## src/rtl/dac_spi_tx_pkg.sv

```systemverilog
// Shared constants, state type and frame builder for the DAC serial path.
// Imported by dac_formato and dac_spi_tx.
package dac_spi_tx_pkg;

    localparam int          ANCHO_DEF     = 16;
    localparam int          RESOLUCION    = 14;
    localparam int          DAC_BITS      = 12;
    localparam int          TRAMA         = 16;
    localparam logic [1:0]  DAC_PD_NORMAL = 2'b00;
    localparam logic [4:0]  LAST_EDGE     = 5'd31;

    typedef enum logic [1:0] {
        ST_IDLE,
        ST_SHIFT,
        ST_HOLD
    } state_e;

    // Frame: two don't-care bits, power-down mode, then the code MSB first.
    function automatic logic [TRAMA-1:0] build_word(
        input logic [DAC_BITS-1:0] code
    );
        return {2'b00, DAC_PD_NORMAL, code};
    endfunction

endpackage

```

## src/rtl/dac_formato.sv

```systemverilog
// Signed fixed-point sample to 12-bit offset-binary DAC code with saturation.
// Ports: data_in (ANCHO) in; code (12) out; sat out. Purely combinational.
module dac_formato
    import dac_spi_tx_pkg::*;
#(
    parameter int ANCHO = ANCHO_DEF
) (
    input  logic [ANCHO-1:0]    data_in,
    output logic [DAC_BITS-1:0] code,
    output logic                sat
);

    logic [ANCHO-14:0] up;
    logic              up_all0;
    logic              up_all1;
    logic              unused_lsb;

    assign up         = data_in[ANCHO-1:13];
    assign up_all0    = ~|up;
    assign up_all1    = &up;
    // The two LSBs are truncated away.
    assign unused_lsb = ^data_in[1:0];

    always_comb begin
        code = {~data_in[13], data_in[12:2]};
        sat  = 1'b0;
        if (!(up_all0 || up_all1)) begin
            sat  = 1'b1;
            code = data_in[ANCHO-1] ? '0 : '1;
        end
    end

endmodule

```

## src/rtl/dac_spi_tx.sv

```systemverilog
// 3-wire serial transmitter of one 16-bit DAC frame per accepted sample.
// Ports: clk, reset (sync, active low), tx_start, data_In (ANCHO) in;
//        CS, SCLK, SDATA, tx_busy, tx_done_tick, sat out (all registered).
module dac_spi_tx
    import dac_spi_tx_pkg::*;
#(
    parameter int ANCHO = ANCHO_DEF,
    parameter int DIV   = 2,
    parameter int HOLD  = 4
) (
    input  logic             clk,
    input  logic             reset,
    input  logic             tx_start,
    input  logic [ANCHO-1:0] data_In,
    output logic             CS,
    output logic             SCLK,
    output logic             SDATA,
    output logic             tx_busy,
    output logic             tx_done_tick,
    output logic             sat
);

    localparam int DIV_W  = $clog2(DIV + 1);
    localparam int HOLD_W = $clog2(HOLD + 1);

    logic [DAC_BITS-1:0] fmt_code;
    logic                fmt_sat;

    state_e              state_q, state_d;
    logic [TRAMA-1:0]    shreg_q, shreg_d;
    logic [DIV_W-1:0]    div_cnt_q, div_cnt_d;
    logic [4:0]          edge_cnt_q, edge_cnt_d;
    logic [HOLD_W-1:0]   hold_cnt_q, hold_cnt_d;
    logic                cs_q, cs_d;
    logic                sclk_q, sclk_d;
    logic                busy_q, busy_d;
    logic                done_q, done_d;
    logic                sat_q, sat_d;

    dac_formato #(
        .ANCHO (ANCHO)
    ) u_formato (
        .data_in (data_In),
        .code    (fmt_code),
        .sat     (fmt_sat)
    );

    always_comb begin
        state_d    = state_q;
        shreg_d    = shreg_q;
        div_cnt_d  = div_cnt_q;
        edge_cnt_d = edge_cnt_q;
        hold_cnt_d = hold_cnt_q;
        cs_d       = cs_q;
        sclk_d     = sclk_q;
        busy_d     = busy_q;
        done_d     = 1'b0;
        sat_d      = sat_q;

        unique case (state_q)
            ST_IDLE: begin
                if (tx_start) begin
                    state_d    = ST_SHIFT;
                    shreg_d    = build_word(fmt_code);
                    sat_d      = fmt_sat;
                    div_cnt_d  = '0;
                    edge_cnt_d = '0;
                    cs_d       = 1'b0;
                    sclk_d     = 1'b1;
                    busy_d     = 1'b1;
                end
            end
            ST_SHIFT: begin
                if (div_cnt_q == DIV_W'(DIV - 1)) begin
                    div_cnt_d = '0;
                    if (edge_cnt_q == LAST_EDGE) begin
                        // 32nd toggle closes the frame instead of raising SCLK.
                        state_d    = ST_HOLD;
                        shreg_d    = '0;
                        edge_cnt_d = '0;
                        hold_cnt_d = HOLD_W'(1);
                        cs_d       = 1'b1;
                        sclk_d     = 1'b1;
                        done_d     = 1'b1;
                    end else begin
                        edge_cnt_d = edge_cnt_q + 5'd1;
                        sclk_d     = ~sclk_q;
                        // Advance data on rising SCLK, far from the sampling edge.
                        if (!sclk_q) begin
                            shreg_d = {shreg_q[TRAMA-2:0], 1'b0};
                        end
                    end
                end else begin
                    div_cnt_d = div_cnt_q + DIV_W'(1);
                end
            end
            ST_HOLD: begin
                if (hold_cnt_q == HOLD_W'(HOLD)) begin
                    state_d    = ST_IDLE;
                    hold_cnt_d = '0;
                    busy_d     = 1'b0;
                end else begin
                    hold_cnt_d = hold_cnt_q + HOLD_W'(1);
                end
            end
            default: begin
                state_d = ST_IDLE;
                busy_d  = 1'b0;
                cs_d    = 1'b1;
                sclk_d  = 1'b1;
                shreg_d = '0;
            end
        endcase
    end

    always_ff @(posedge clk) begin
        if (!reset) begin
            state_q    <= ST_IDLE;
            shreg_q    <= '0;
            div_cnt_q  <= '0;
            edge_cnt_q <= '0;
            hold_cnt_q <= '0;
            cs_q       <= 1'b1;
            sclk_q     <= 1'b1;
            busy_q     <= 1'b0;
            done_q     <= 1'b0;
            sat_q      <= 1'b0;
        end else begin
            state_q    <= state_d;
            shreg_q    <= shreg_d;
            div_cnt_q  <= div_cnt_d;
            edge_cnt_q <= edge_cnt_d;
            hold_cnt_q <= hold_cnt_d;
            cs_q       <= cs_d;
            sclk_q     <= sclk_d;
            busy_q     <= busy_d;
            done_q     <= done_d;
            sat_q      <= sat_d;
        end
    end

    assign CS           = cs_q;
    assign SCLK         = sclk_q;
    assign SDATA        = shreg_q[TRAMA-1];
    assign tx_busy      = busy_q;
    assign tx_done_tick = done_q;
    assign sat          = sat_q;

endmodule
```

## config.mk

```make
export PLATFORM = sky130hd
export DESIGN_NAME = dac_spi_tx
export DESIGN_NICKNAME = d
export VERILOG_FILES = /design/src/rtl/dac_spi_tx_pkg.sv /design/src/rtl/dac_formato.sv /design/src/rtl/dac_spi_tx.sv
export SDC_FILE = /design/constraint.sdc
export NUM_CORES = 1
export LEC_CHECK = 0
export CAP_MARGIN = 5
export CORE_AREA = 5 5 58 60
export CTS_BUF_LIST = sky130_fd_sc_hd__clkbuf_4 sky130_fd_sc_hd__clkbuf_8
export DETAILED_ROUTE_END_ITERATION = 10
export DIE_AREA = 0 0 63 65
export GPL_ROUTABILITY_DRIVEN = 0
export HOLD_SLACK_MARGIN = 0.1
export PLACE_DENSITY = 0.84
export SKIP_CTS_REPAIR_TIMING = 1
export SLEW_MARGIN = 20
export SYNTH_ARGS = -nofsm -noshare
export SYNTH_HDL_FRONTEND = slang
export SYNTH_SLANG_ARGS = --single-unit
```

## constraint.sdc

```tcl
create_clock -name clk -period 2.8 [get_ports clk]
set_input_delay 0.56 -clock clk [delete_from_list [all_inputs] [get_ports clk]]
set_output_delay 0.56 -clock clk [all_outputs]
set_load 0.02 [all_outputs]
```

==> changes_impl.md <==
## Flow update

- Run status: complete, no violations
- DR WL met2: 1790 µm
- Gr ovfl total: 0
- Pre-Place Util: between 50% and 60%
- CTS tree: built
- Reg2reg setup slack: 650 ps
- Worst Path Max Fanout: 15
- Yosys synthesis chip area: 1560 µm²
- TritonCTS Sinks: 33
- Antenna Cells: 0
- Top-area cell share: 42.4%
- Slowest stage delay, CP: 370 ps
- Clock-pin transition on the worst setup and hold timing paths: 100 ps
- Worst r2r src: edge_cnt_q[0]
- Worst IR Drop VDD: around 410 µV
- Dpl hpwl: 2490 µm
- Cell breakdown of the critical path: ha_1 > and3_1 > ha_1 > nor3b_2 > buf_4 > and2_1 > a41oi_1 > a311oi_1
- Vias: about 1400
- Biggest area cells: dfxtp_1, a22o_1, nand2_1
- Synthesized Nets: 204
- Inserted Clock Buffers: 5
- CTS H-tree depth: 2
- Critical Path End: edge_cnt_q[3]
- Crit path max-delay family: simple AND/OR/NAND/NOR gates
- Final ANT Viol Nets: 0
- Register share after synthesis: between 40 and 50%
- Cell leakage power: 0.696 nW
- Final Setup Violations: 0
- Share of layout cells above drive strength 1: 9.31%
- Setup TNS: 0 ps
- Tool warnings: 29
- Vias in the first global route: 1344
- Hold Path Class: reg -> reg
- # port buffers: 22
- Largest net degree at the start of global routing: 20
- Die width: between 60 and 70 µm
- Initial antenna violation count: 0
- Worst Clk Skew: 4.81 ps
- Crit path launch: edge_cnt_q[0]
- Post-layout min period: 2150 ps
- Top-level port count: 25
- DIE AREA: 4100 µm²
- Die height: between 60 and 70 µm
- Mapped Cells: 181
- Final WL: 3540 µm
- Top Metal Used: met4
- Crit Path Category: reg -> reg
-- worst min-delay path: stages (launching register included) --
cell     delay (ps)
dfxtp_1         320
nand2_1          50
a21oi_1          50
-- placed cells by master, fill, tap and decap left out, types with 2 or more instances in the layout --
cell type,count
and2_1,2
o21ai_1,2
clkbuf_4,6
nand3_1,5
buf_4,2
a22oi_1,4
a21oi_1,11
nor3_1,3
nor2_1,21
nand3b_1,2
clkinv_2,2
clkdlybuf4s50_1,22
a311oi_1,2
a22o_1,11
inv_1,3
nand2_1,24
o21ai_0,12
or3_1,2
dfxtp_1,33
o22ai_1,2
nand2b_1,5
ha_1,4
-- state kept, by name, summed over array words and instances (netlist names) --
| register | flops |
|---|---|
| sat | 1 |
| CS | 1 |
| tx_done_tick | 1 |
| div_cnt_q | 2 |
| state_q | 2 |
| tx_busy | 1 |
| SCLK | 1 |
| hold_cnt_q | 3 |
| shreg_q | 16 |
| edge_cnt_q | 5 |
-- power breakdown --
part | internal, mW | leakage, nW | switching [mW] | total (mW)
clock network | 0.105 | 0.0354 | 0.156 | 0.261
registers | 0.490 | 0.269 | 0.0189 | 0.509
logic | 0.0719 | 0.391 | 0.0754 | 0.147
-- through the flow --
step	worst slack (ps)	hold WS, ps	area [µm²]	power (mW)	std cells
after global routing	515	502	1840	0.967	237
after detailed placement	591	449	1790	0.666	229
after floorplan	917	431	1560	0.611	181
final	649	462	1840	0.918	237
after CTS	639	462	1840	0.923	237
after global placement	623	444	1790	0.658	229
-- worst min-delay path by stage --
stage,slack [ps],cells past startpoint,startpoint,end
detailed placement,450,2,shreg_q[0],shreg_q[0]
CTS,460,2,shreg_q[0],shreg_q[0]
floorplan,430,2,div_cnt_q[1],div_cnt_q[1]
global placement,440,2,shreg_q[0],shreg_q[0]
finish,460,2,shreg_q[0],shreg_q[0]
global route,500,2,shreg_q[0],shreg_q[0]
-- cell usage after synthesis (3+ instances only) --
cell type  number
a22o_1         11
nand2_1        24
nor3_1          3
nor2_1         21
a21oi_1        11
nand3_1         5
ha_1            4
dfxtp_1        33
nand2b_1        5
a22oi_1         4
inv_1           3
o21ai_0        12
clkbuf_1        4
buf_2           3
-- routing by layer --
layer  GRT usage (%)  up-vias
met4            6.37        0
met5               0        -
met3            4.68       10
met2            30.4       43
li1                -      691
met1            22.4      682
-- cell families after synthesis --
| kind of cell | Yosys count | share of synthesized area (%) |
|---|---|---|
| AND-OR/OR-AND | 53 | 24.3 |
| adder cells (fa/ha/maj) | 4 | 3.21 |
| buffers and inverters | 13 | 4.10 |
| flip-flops | 33 | 42.4 |
| multiplexers | 1 | 0.723 |
| AND/OR/NAND/NOR | 77 | 25.2 |
-- cell type report --
cell class	instances	area, µm²	share of cell area, %
clock buffers	6	45.0	2.45
clock inverters	2	10.0	0.544
inverters	4	15.0	0.816
multi-input cells	135	833	45.3
flip-flops and latches	33	661	35.9
well taps	33	41.3	2.24
repair buffers	24	235	12.8
==> images/ff_map.png <==
The bar under the picture is 20 µm long.
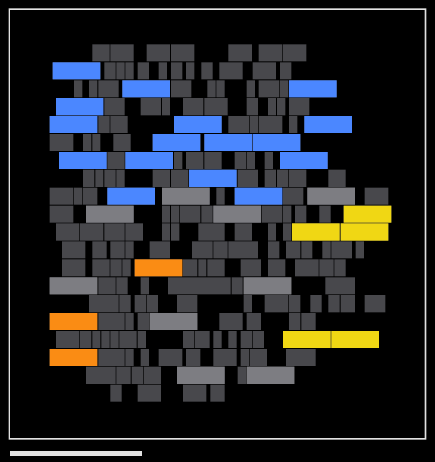
| colour | signal | placed flops |
|---|---|---|
| yellow | `edge_cnt_q` | 5 |
| orange | `hold_cnt_q` | 3 |
| blue | `shreg_q` | 16 |

==> images/class_map.png <==
The bar under the picture is 20 µm long. Fill, decap, tap and diode cells in grey.
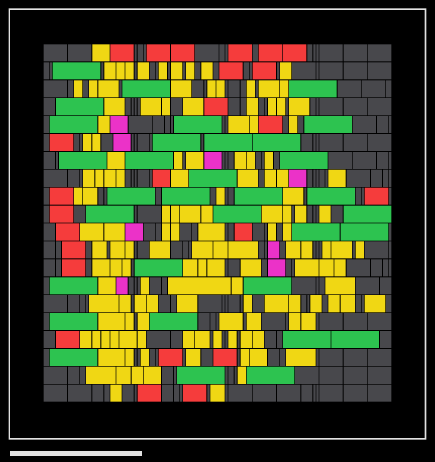
| colour | class | cells | share of their area |
|---|---|---|---|
| yellow | remaining logic cells | 139 | 47% |
| green | registers | 33 | 37% |
| red | remaining buffers and delay cells | 24 | 13% |
| magenta | clock drivers and dummy loads | 8 | 3.1% |

==> images/placed.png <==
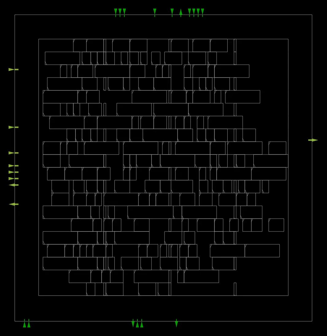
Seq/total area: 35.9%
Rows: 20
core box area: 2880 µm²
post-layout util: 64.0%
# Taps: 33

==> images/gates.png <==
The bar under the picture is 20 µm long.
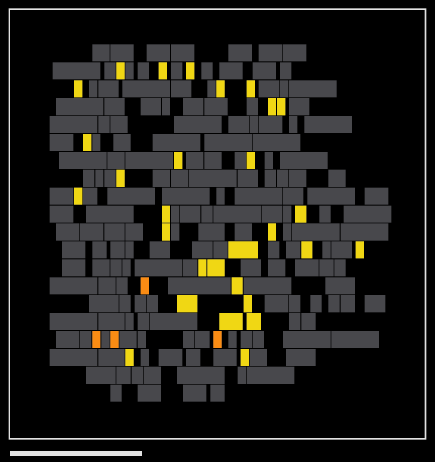
| colour | family | cells | most used |
|---|---|---|---|
| orange | inv cells | 4 | inv_1 |
| yellow | nor cells | 29 | nor2_1 |

==> images/layers.png <==
The bar under the picture is 20 µm long.
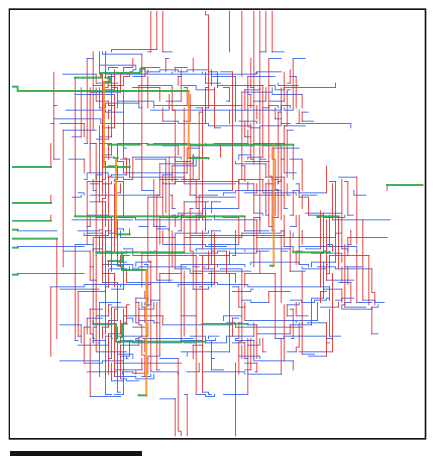
| colour | layer | wire length |
|---|---|---|
| red | M2 | 1790 µm |
| orange | M4 | 72.1 µm |
| green | M3 | 196 µm |
| blue | M1 | 1480 µm |

No activity file was given, so power comes from the tool's default toggle rates.
